`src/rtl/logic_gate_unit.sv`:
```
// Pipelined bitwise logic unit: eight two-operand functions over WIDTH-bit vectors,
// STAGES-deep valid/ready pipeline with reduction flags and an accepted-beat counter.
module logic_gate_unit #(
  parameter int WIDTH  = 8,
  parameter int STAGES = 2
) (
  input  logic             clk,
  input  logic             rst_n,
  input  logic             in_valid,
  output logic             in_ready,
  input  logic [2:0]       op,
  input  logic [WIDTH-1:0] A,
  input  logic [WIDTH-1:0] B,
  output logic             out_valid,
  input  logic             out_ready,
  output logic [WIDTH-1:0] C,
  output logic             C_and,
  output logic             C_or,
  output logic             C_par,
  input  logic             cnt_clr,
  output logic [15:0]      op_count,
  output logic             busy
);

  // A beat is {parity, or-reduce, and-reduce, result} so flags always match C.
  localparam int BEAT_W = WIDTH + 3;

  function automatic logic [WIDTH-1:0] apply_op(input logic [2:0] sel,
                                                input logic [WIDTH-1:0] a,
                                                input logic [WIDTH-1:0] b);
    case (sel)
      3'b000:  return a & b;
      3'b001:  return a | b;
      3'b010:  return a ^ b;
      3'b011:  return ~(a & b);
      3'b100:  return ~(a | b);
      3'b101:  return ~(a ^ b);
      3'b110:  return ~a;
      default: return b;
    endcase
  endfunction

  function automatic logic [BEAT_W-1:0] pack_beat(input logic [WIDTH-1:0] r);
    return {^r, |r, &r, r};
  endfunction

  logic              vld_p0;
  logic [BEAT_W-1:0] beat_p0;
  logic [STAGES-1:0] vld_p;
  logic [BEAT_W-1:0] beat_p [STAGES];
  logic [STAGES-1:0] load_p;
  logic [STAGES-1:0] feed_v;
  logic [BEAT_W-1:0] feed_d [STAGES];
  logic              go;

  // ---- stage 0: combinational function and reductions ----
  assign vld_p0  = in_valid && in_ready;
  assign beat_p0 = pack_beat(apply_op(op, A, B));

  // A stage loads when empty or when its contents move on; this ripples
  // from out_ready back to in_ready with no skid storage.
  always_comb begin
    go = out_ready;
    load_p = '0;
    for (int k = STAGES - 1; k >= 0; k--) begin
      load_p[k] = ~vld_p[k] | go;
      go        = load_p[k];
    end
    in_ready = load_p[0];
  end

  always_comb begin
    feed_v[0] = vld_p0;
    feed_d[0] = beat_p0;
    for (int k = 1; k < STAGES; k++) begin
      feed_v[k] = vld_p[k-1];
      feed_d[k] = beat_p[k-1];
    end
  end

  // ---- stages 1..STAGES: registered beats ----
  always_ff @(posedge clk or negedge rst_n) begin
    if (!rst_n) begin
      vld_p <= '0;
      for (int k = 0; k < STAGES; k++) beat_p[k] <= '0;
    end else begin
      for (int k = 0; k < STAGES; k++) begin
        if (load_p[k]) begin
          vld_p[k] <= feed_v[k];
          if (feed_v[k]) beat_p[k] <= feed_d[k];
        end
      end
    end
  end

  // Clear wins over a coincident accept.
  always_ff @(posedge clk or negedge rst_n) begin
    if (!rst_n)      op_count <= '0;
    else if (cnt_clr) op_count <= '0;
    else if (vld_p0)  op_count <= op_count + 16'd1;
  end

  // ---- output: last stage ----
  assign out_valid = vld_p[STAGES-1];
  assign {C_par, C_or, C_and, C} = beat_p[STAGES-1];
  assign busy = |vld_p;

endmodule
```
`config.mk`:
```
export PLATFORM = sky130hd
export DESIGN_NAME = logic_gate_unit
export DESIGN_NICKNAME = d
export VERILOG_FILES = /design/src/rtl/logic_gate_unit.sv
export SDC_FILE = /design/constraint.sdc
export NUM_CORES = 1
export LEC_CHECK = 0
export CORE_MARGIN = 5
export CORE_UTILIZATION = 70
export CTS_BUF_LIST = sky130_fd_sc_hd__clkbuf_8
export CTS_CLUSTER_DIAMETER = 150
export DETAILED_ROUTE_END_ITERATION = 16
export DONT_BUFFER_PORTS = 1
export PLACE_DENSITY = 0.86
export SETUP_SLACK_MARGIN = 0.2
export SYNTH_ARGS = -nofsm -noshare
export SYNTH_HDL_FRONTEND = slang
export SYNTH_SLANG_ARGS = --single-unit
```
`constraint.sdc`:
```
create_clock -name clk -period 3.73 [get_ports clk]
set_input_delay 1.119 -clock clk [delete_from_list [all_inputs] [get_ports clk]]
set_output_delay 1.119 -clock clk [all_outputs]
set_load 0.05 [all_outputs]
```
==> impl_metrics.yaml <==
# generated from flow reports
routing:
  totalWireLength_um: 5380
  dr_wl_met2_um: 2640
synth:
  yosys_register_bits: 40
  syn-instance-count: 287
  avgSynthCellArea_um2: 9.56
  synth.distinct_cells: 51
  ys_seq_share_pct: 36.5
  edf_count: 0
  fa_ha_area_share_pct: 10.9
setup_path:
  path_max_fanout: 3
  crit_type: "input pin to flop"
  required_ns: 3.88
  slowest_stage: "a2111oi_4"
grt:
  met1_usage_pct: 27.8
power_and_ir_drop:
  p_total_w: 0.00116
  ir_worst_vdd_uv: 190
  leakagePower_nw: 1.27
layout:
  layout-drive-gt1-share_pct: 11.7
final_timing:
  tightestPinTransition_ns: 0.693
die:
  chipArea_um2: 5270
  io_pins: 54
clock_tree:
  cts-resized-gates: 0
  cts_tree: "done"
placement:
  dpl.hpwl_um: 4100
run_status:
  status: "completed"
report_power, final:
part / switching (W) / internal (W) / leakage, nW
clock network: 0.000146 / 0.000147 / 0.0510
registers: 0.000167 / 0.000490 / 0.504
logic: 0.000102 / 0.000107 / 0.719
total: 0.000415 / 0.000744 / 1.27
worst max-delay path: cells and delay by family:
family                   cells  cell delay [ns]
adder cells (fa/ha/maj)      2             0.54
AND-OR/OR-AND                3             0.54
XOR/XNOR                     2             0.35
buffers and inverters        1             0.02
multiplexers                 1             0.28
AND/OR/NAND/NOR              1             0.14
cells in the mapped netlist (2+ instances only):
cell	number	area share (%)
ha_1	24	11
mux2i_1	7	2.6
clkbuf_1	6	0.82
nand3b_1	3	0.82
nand2b_1	4	0.91
dfrtp_1	40	36
a21oi_1	13	2.4
o21ai_0	8	1.5
a311oi_1	4	1.3
nand3_1	8	1.5
buf_4	10	2.7
and3_1	2	0.46
nand2_1	26	3.6
a211oi_2	2	0.91
nor2b_1	5	1.1
mux2_2	15	6.2
o22ai_1	3	0.68
nor2_1	21	2.9
nand4_1	5	1.1
and4_1	3	0.96
o32a_1	2	0.73
and2_1	2	0.46
inv_1	24	3.3
xor2_1	13	4.1
a211oi_1	2	0.55
buf_6	3	1.2
o211ai_1	4	1.1
xnor2_1	5	1.6
area by class of cell:
type                            count  area, µm²
Clock buffer                        6       82.6
Clock inverter                      2       10.0
Fill cell                         276        991
Inverter                           26       97.6
Multi-Input combinational cell    199       1500
Sequential cell                    40       1000
Tap cell                           48       60.1
stage by stage:
step	std cells	setup slack [ns]	hold slack [ns]	instance area (µm²)
6_report	321	0.883	0.484	2750
5_1_grt	321	0.728	0.500	2750
4_1_cts	321	0.878	0.488	2750
3_5_place_dp	313	0.567	0.471	2660
3_3_place_gp	313	0.711	0.463	2660
2_1_floorplan	287	0.763	0.445	2750
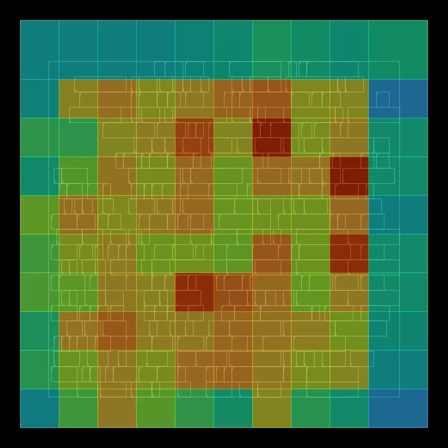
*Routing congestion map*
routed len/inst: 16.7 µm
gr usage total: 22.0%

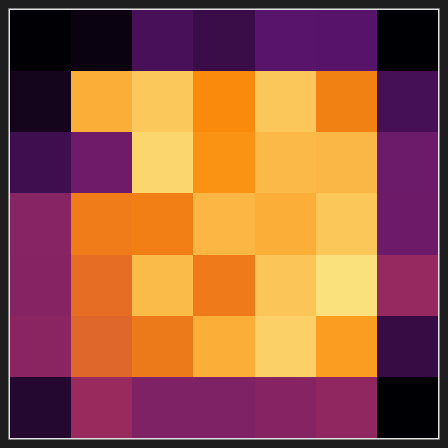
*Local utilization*
The die is cut into 7 by 7 equal tiles; black is low, pale yellow is high, 0 to 100% covered.
densest ninth of the die = middle
fullest tile = 94%
emptiest ninth of the die = top left
mean over tiles = 51%
nearly empty tiles = 6.1%
FP Util: 73.3%
fin util: 73.5%
core area: 3740 µm²

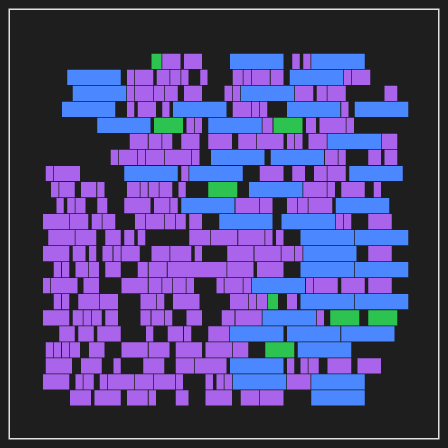
*Placed cells, one colour a class*
clock drivers and dummy loads -> green  # cells 8, share of their area 3.4%
combinational and other logic -> purple  # cells 225, share of their area 59%
sequential cells -> blue  # cells 40, share of their area 37%
post-route cell area: 2750 µm²
Site Rows: 22
Seq area share: 36.4%

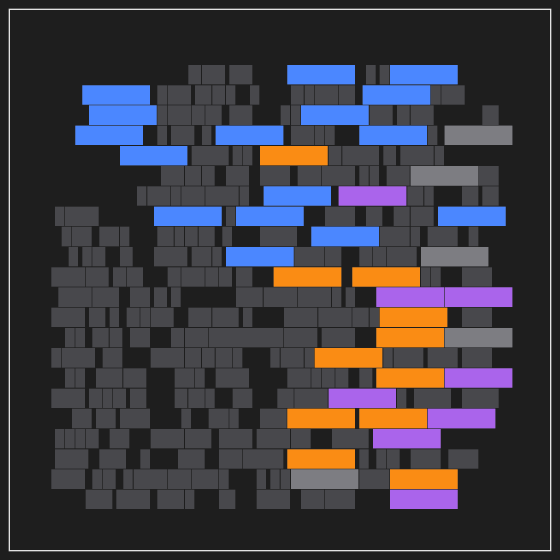
*Where the registers sit*
Other sequential cells in the stronger grey, the rest of the logic in the fainter grey.
C -> purple  # sequential cells 8
beat_p -> orange  # sequential cells 11
op_count -> blue  # sequential cells 16
not coloured = 5
Register Area: 1000 µm²
Seq. pwr: 0.000657 W

Power is estimated from default activity; no workload was simulated.
